--- config.mk ---
export PLATFORM = sky130hd
export DESIGN_NAME = h_sparse_gen
export DESIGN_NICKNAME = d
export VERILOG_FILES = /design/src/rtl/h_sparse_gen.sv
export SDC_FILE = /design/constraint.sdc
export NUM_CORES = 1
export LEC_CHECK = 0
export ABC_AREA = 1
export CAP_MARGIN = 5
export CORE_UTILIZATION = 40
export DETAILED_ROUTE_END_ITERATION = 10
export PLACE_DENSITY_LB_ADDON = 0.05
export REMOVE_ABC_BUFFERS = 1
export SYNTH_ARGS = -nofsm -noshare
export SYNTH_HDL_FRONTEND = slang
export SYNTH_SLANG_ARGS = --single-unit
--- constraint.sdc ---
create_clock -name clk -period 2.3 [get_ports clk]
set_input_delay 0.23 -clock clk [delete_from_list [all_inputs] [get_ports clk]]
set_output_delay 0.23 -clock clk [all_outputs]
set_load 0.02 [all_outputs]
--- src/rtl/h_sparse_gen.sv ---
// h_sparse_gen: draws WEIGHT in-range ring indices into an external position RAM.
// Optional duplicate scan over earlier positions is enabled by SPARSE_DUP_CHECK_EN.
module h_sparse_gen #(
    parameter int R_BITS = 10163,
    parameter int WEIGHT = 71,
    parameter int IDX_W  = 14,
    parameter int CNT_W  = 7
) (
    input  logic             clk,
    input  logic             rst_b,
    input  logic             start,
    output logic             done,
    output logic             busy,
    input  logic [IDX_W-1:0] rand_in,
    input  logic             rand_valid,
    output logic             rand_ready,
    output logic             pos_we,
    output logic [CNT_W-1:0] pos_waddr,
    output logic [IDX_W-1:0] pos_wdata,
    output logic [CNT_W-1:0] pos_raddr,
    input  logic [IDX_W-1:0] pos_rdata
);

    typedef enum logic [2:0] {
        S_IDLE  = 3'd0,
        S_FETCH = 3'd1,
        S_CHECK = 3'd2,
        S_WRITE = 3'd3,
        S_DONE  = 3'd4
    } state_t;

    localparam logic [CNT_W-1:0] LP_WEIGHT = CNT_W'(WEIGHT);
    localparam logic [31:0]      LP_RBITS  = 32'(R_BITS);

    state_t           r_state;
    state_t           w_next;
    logic [CNT_W-1:0] r_cnt;
    logic [CNT_W-1:0] w_cnt_nxt;
    logic [CNT_W-1:0] w_cnt_inc;
    logic [IDX_W-1:0] r_cand;
    logic [IDX_W-1:0] w_cand_nxt;
    logic             w_in_range;

    // 32-bit compare so an R_BITS of exactly 2**IDX_W still works
    assign w_in_range = (32'(rand_in) < LP_RBITS);
    assign w_cnt_inc  = r_cnt + CNT_W'(1);
    assign busy       = (r_state != S_IDLE);

`ifdef SPARSE_DUP_CHECK_EN
    logic [CNT_W-1:0] r_ridx;
    logic [CNT_W-1:0] w_ridx_nxt;

    always_ff @(posedge clk) begin
        if (!rst_b) begin
            r_ridx <= '0;
        end else begin
            r_ridx <= w_ridx_nxt;
        end
    end
`else
    logic w_unused_rdata;
    assign w_unused_rdata = ^pos_rdata;
`endif

    always_ff @(posedge clk) begin
        if (!rst_b) begin
            r_state <= S_IDLE;
            r_cnt   <= '0;
            r_cand  <= '0;
        end else begin
            r_state <= w_next;
            r_cnt   <= w_cnt_nxt;
            r_cand  <= w_cand_nxt;
        end
    end

    always_comb begin
        w_next     = r_state;
        w_cnt_nxt  = r_cnt;
        w_cand_nxt = r_cand;
`ifdef SPARSE_DUP_CHECK_EN
        w_ridx_nxt = r_ridx;
`endif
        done       = 1'b0;
        rand_ready = 1'b0;
        pos_we     = 1'b0;
        pos_waddr  = '0;
        pos_wdata  = '0;
        pos_raddr  = '0;
        unique case (r_state)
            S_IDLE: begin
                w_cnt_nxt = '0;
                if (start) begin
                    w_next = S_FETCH;
                end
            end
            S_FETCH: begin
                rand_ready = 1'b1;
                if (rand_valid) begin
                    w_cand_nxt = rand_in;
                    if (w_in_range) begin
`ifdef SPARSE_DUP_CHECK_EN
                        if (r_cnt == '0) begin
                            w_next = S_WRITE;
                        end else begin
                            w_next     = S_CHECK;
                            w_ridx_nxt = '0;
                        end
`else
                        w_next = S_WRITE;
`endif
                    end
                end
            end
`ifdef SPARSE_DUP_CHECK_EN
            S_CHECK: begin
                // Address k is issued on scan cycle k, its data compared on cycle k+1
                if (r_ridx < r_cnt) begin
                    pos_raddr = r_ridx;
                end
                w_ridx_nxt = r_ridx + CNT_W'(1);
                if ((r_ridx != '0) && (pos_rdata == r_cand)) begin
                    w_next = S_FETCH;
                end else if (r_ridx == r_cnt) begin
                    w_next = S_WRITE;
                end
            end
`endif
            S_WRITE: begin
                pos_we    = 1'b1;
                pos_waddr = r_cnt;
                pos_wdata = r_cand;
                w_cnt_nxt = w_cnt_inc;
                w_next    = (w_cnt_inc == LP_WEIGHT) ? S_DONE : S_FETCH;
            end
            S_DONE: begin
                done   = 1'b1;
                w_next = S_IDLE;
            end
            default: begin
                w_next = S_IDLE;
            end
        endcase
    end

endmodule

### Close-up of the layout

Region (17, 5) to (42, 30) um. Cells in grey, sequential cells in the stronger grey; small squares are vias.
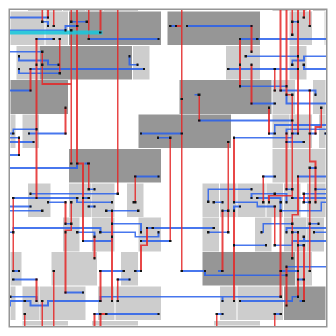
Key: red = M2; blue = M1; cyan = M3
Sequential cells in the window: 8. Netlist names of flops here include r_cand (5), r_cnt (3). 48 logic cells have their middle in the window. Most frequent: a21oi_1 (8), dfxtp_1 (8).

### Logic cells by family

Drawn at 4 px/um.
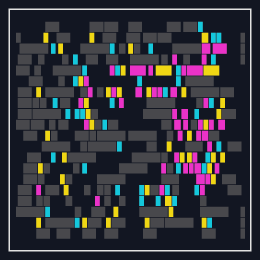
Key: yellow = nor cells [cells 42, most used nor2_1, where widely spread]; magenta = nand cells [cells 44, most used nand2_1]; cyan = inv cells [cells 40, most used inv_1, where widely spread]

### Congestion heat map

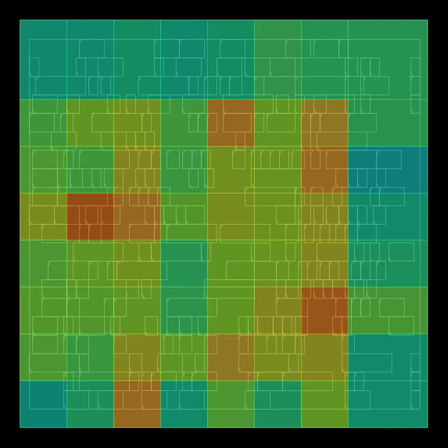
met2 usage in global routing: 25.6%
per-cell routed wire length: 9.38 um
met1 track demand over resource in global routing: 21.2%
overall routing resource usage: 16.0%

==> notes.md <==
The run has ended; figures from its reports follow.

The run finished with clean final reports. For the worst min-delay path, the startpoint reported by OpenROAD is r_cand[7]. The report puts the hold buffer count at CTS at 0.

After the flow finishes, the layout carries non-filler instances totaling just under 300. The max-slew violation total from the final report came out at 0. Summed over all nets, the switching power comes to ~0.00022 W. The worst hold slack is between 0.4 and 0.5 ns. The number of levels the H-tree was split into is 1. The maximum frequency from static timing analysis came out at between 0.4 and 0.5 GHz. For the worst reg-to-reg path, the startpoint reported by OpenROAD is r_cnt[0].

Setup repair after global routing left no endpoint under its margin. The count of synthesis-stage warnings from yosys came out at 0. The number of max-cap violations is 0. Total power normalized to cell area comes to around 440 mW/mm^2. The global routing stage identified its most utilized layer as met2.

The share of flip-flops with an asynchronous set or reset came out at 0%. The share of total power dissipated in sequential elements is 56.7%. Measured along the y axis, the die boundary spans approximately 60 um. The fraction of post-synthesis cell area in the top cell type by area came out at between 30% and 40%. The script parses the final routing iteration and logs DRC violations as 0. sky130_fd_sc_hd__dfxtp_1 takes more of the synthesized area than any other cell.

For this run the aggregate overflow at the end of global routing stands at 0. The report lists the cells along the critical path as inv_2 -> nor2_4 -> nand2_4 -> inv_1 -> clkdlybuf4s50_1. Leaving out fill and tap cells, the most frequent cell in the layout is sky130_fd_sc_hd__clkdlybuf4s50_1. The synthesized netlist was found by Yosys to have around 210 cells. The cell sitting at the root of the clock tree is a sky130_fd_sc_hd__clkbuf_4.

The worst hold path terminates at r_cand[7]. The gate count after technology mapping came out at 208. The xor and xnor area share after synthesis came out at 0%. The relative area change from synthesis to final layout came out at 33.2%. The routing usage on met3 is ~5%.

For reference, the final report shows the hold violation count at 0. The largest share of the power goes to sequential cells. The number of setup violations in the final report came out at 0. The design received a total of 44 well taps at floorplan. The sequential-cell power consumption is about 0.00045 W.

By count the netlist is led by 38 x sky130_fd_sc_hd__nor2_1, 37 x sky130_fd_sc_hd__inv_1, 32 x sky130_fd_sc_hd__nand2_1. Port buffering added between 40 and 50 buffers. The min-delay analysis places its worst path in the category reg -> reg. The final weighted congestion in routability-driven placement came out at approximately 0.86.

The number of setup buffers added after CTS is 0. The number of global-route vias before repair came to 1025. The number of cell rows came out at 20. Of the total standard cell area in the layout, the multi-input combinational portion is 36.6%.

Per the STA report, the cell with the highest stage delay on the worst path is sky130_fd_sc_hd__clkdlybuf4s50_1. The maximum single-stage delay on the critical path is around 0.63 ns. Entering global routing, the biggest net connects 29 pins. Looking at the cell usage after synthesis, the top flip-flop cell is sky130_fd_sc_hd__dfxtp_1.
Power and IR drop assume default switching activity.
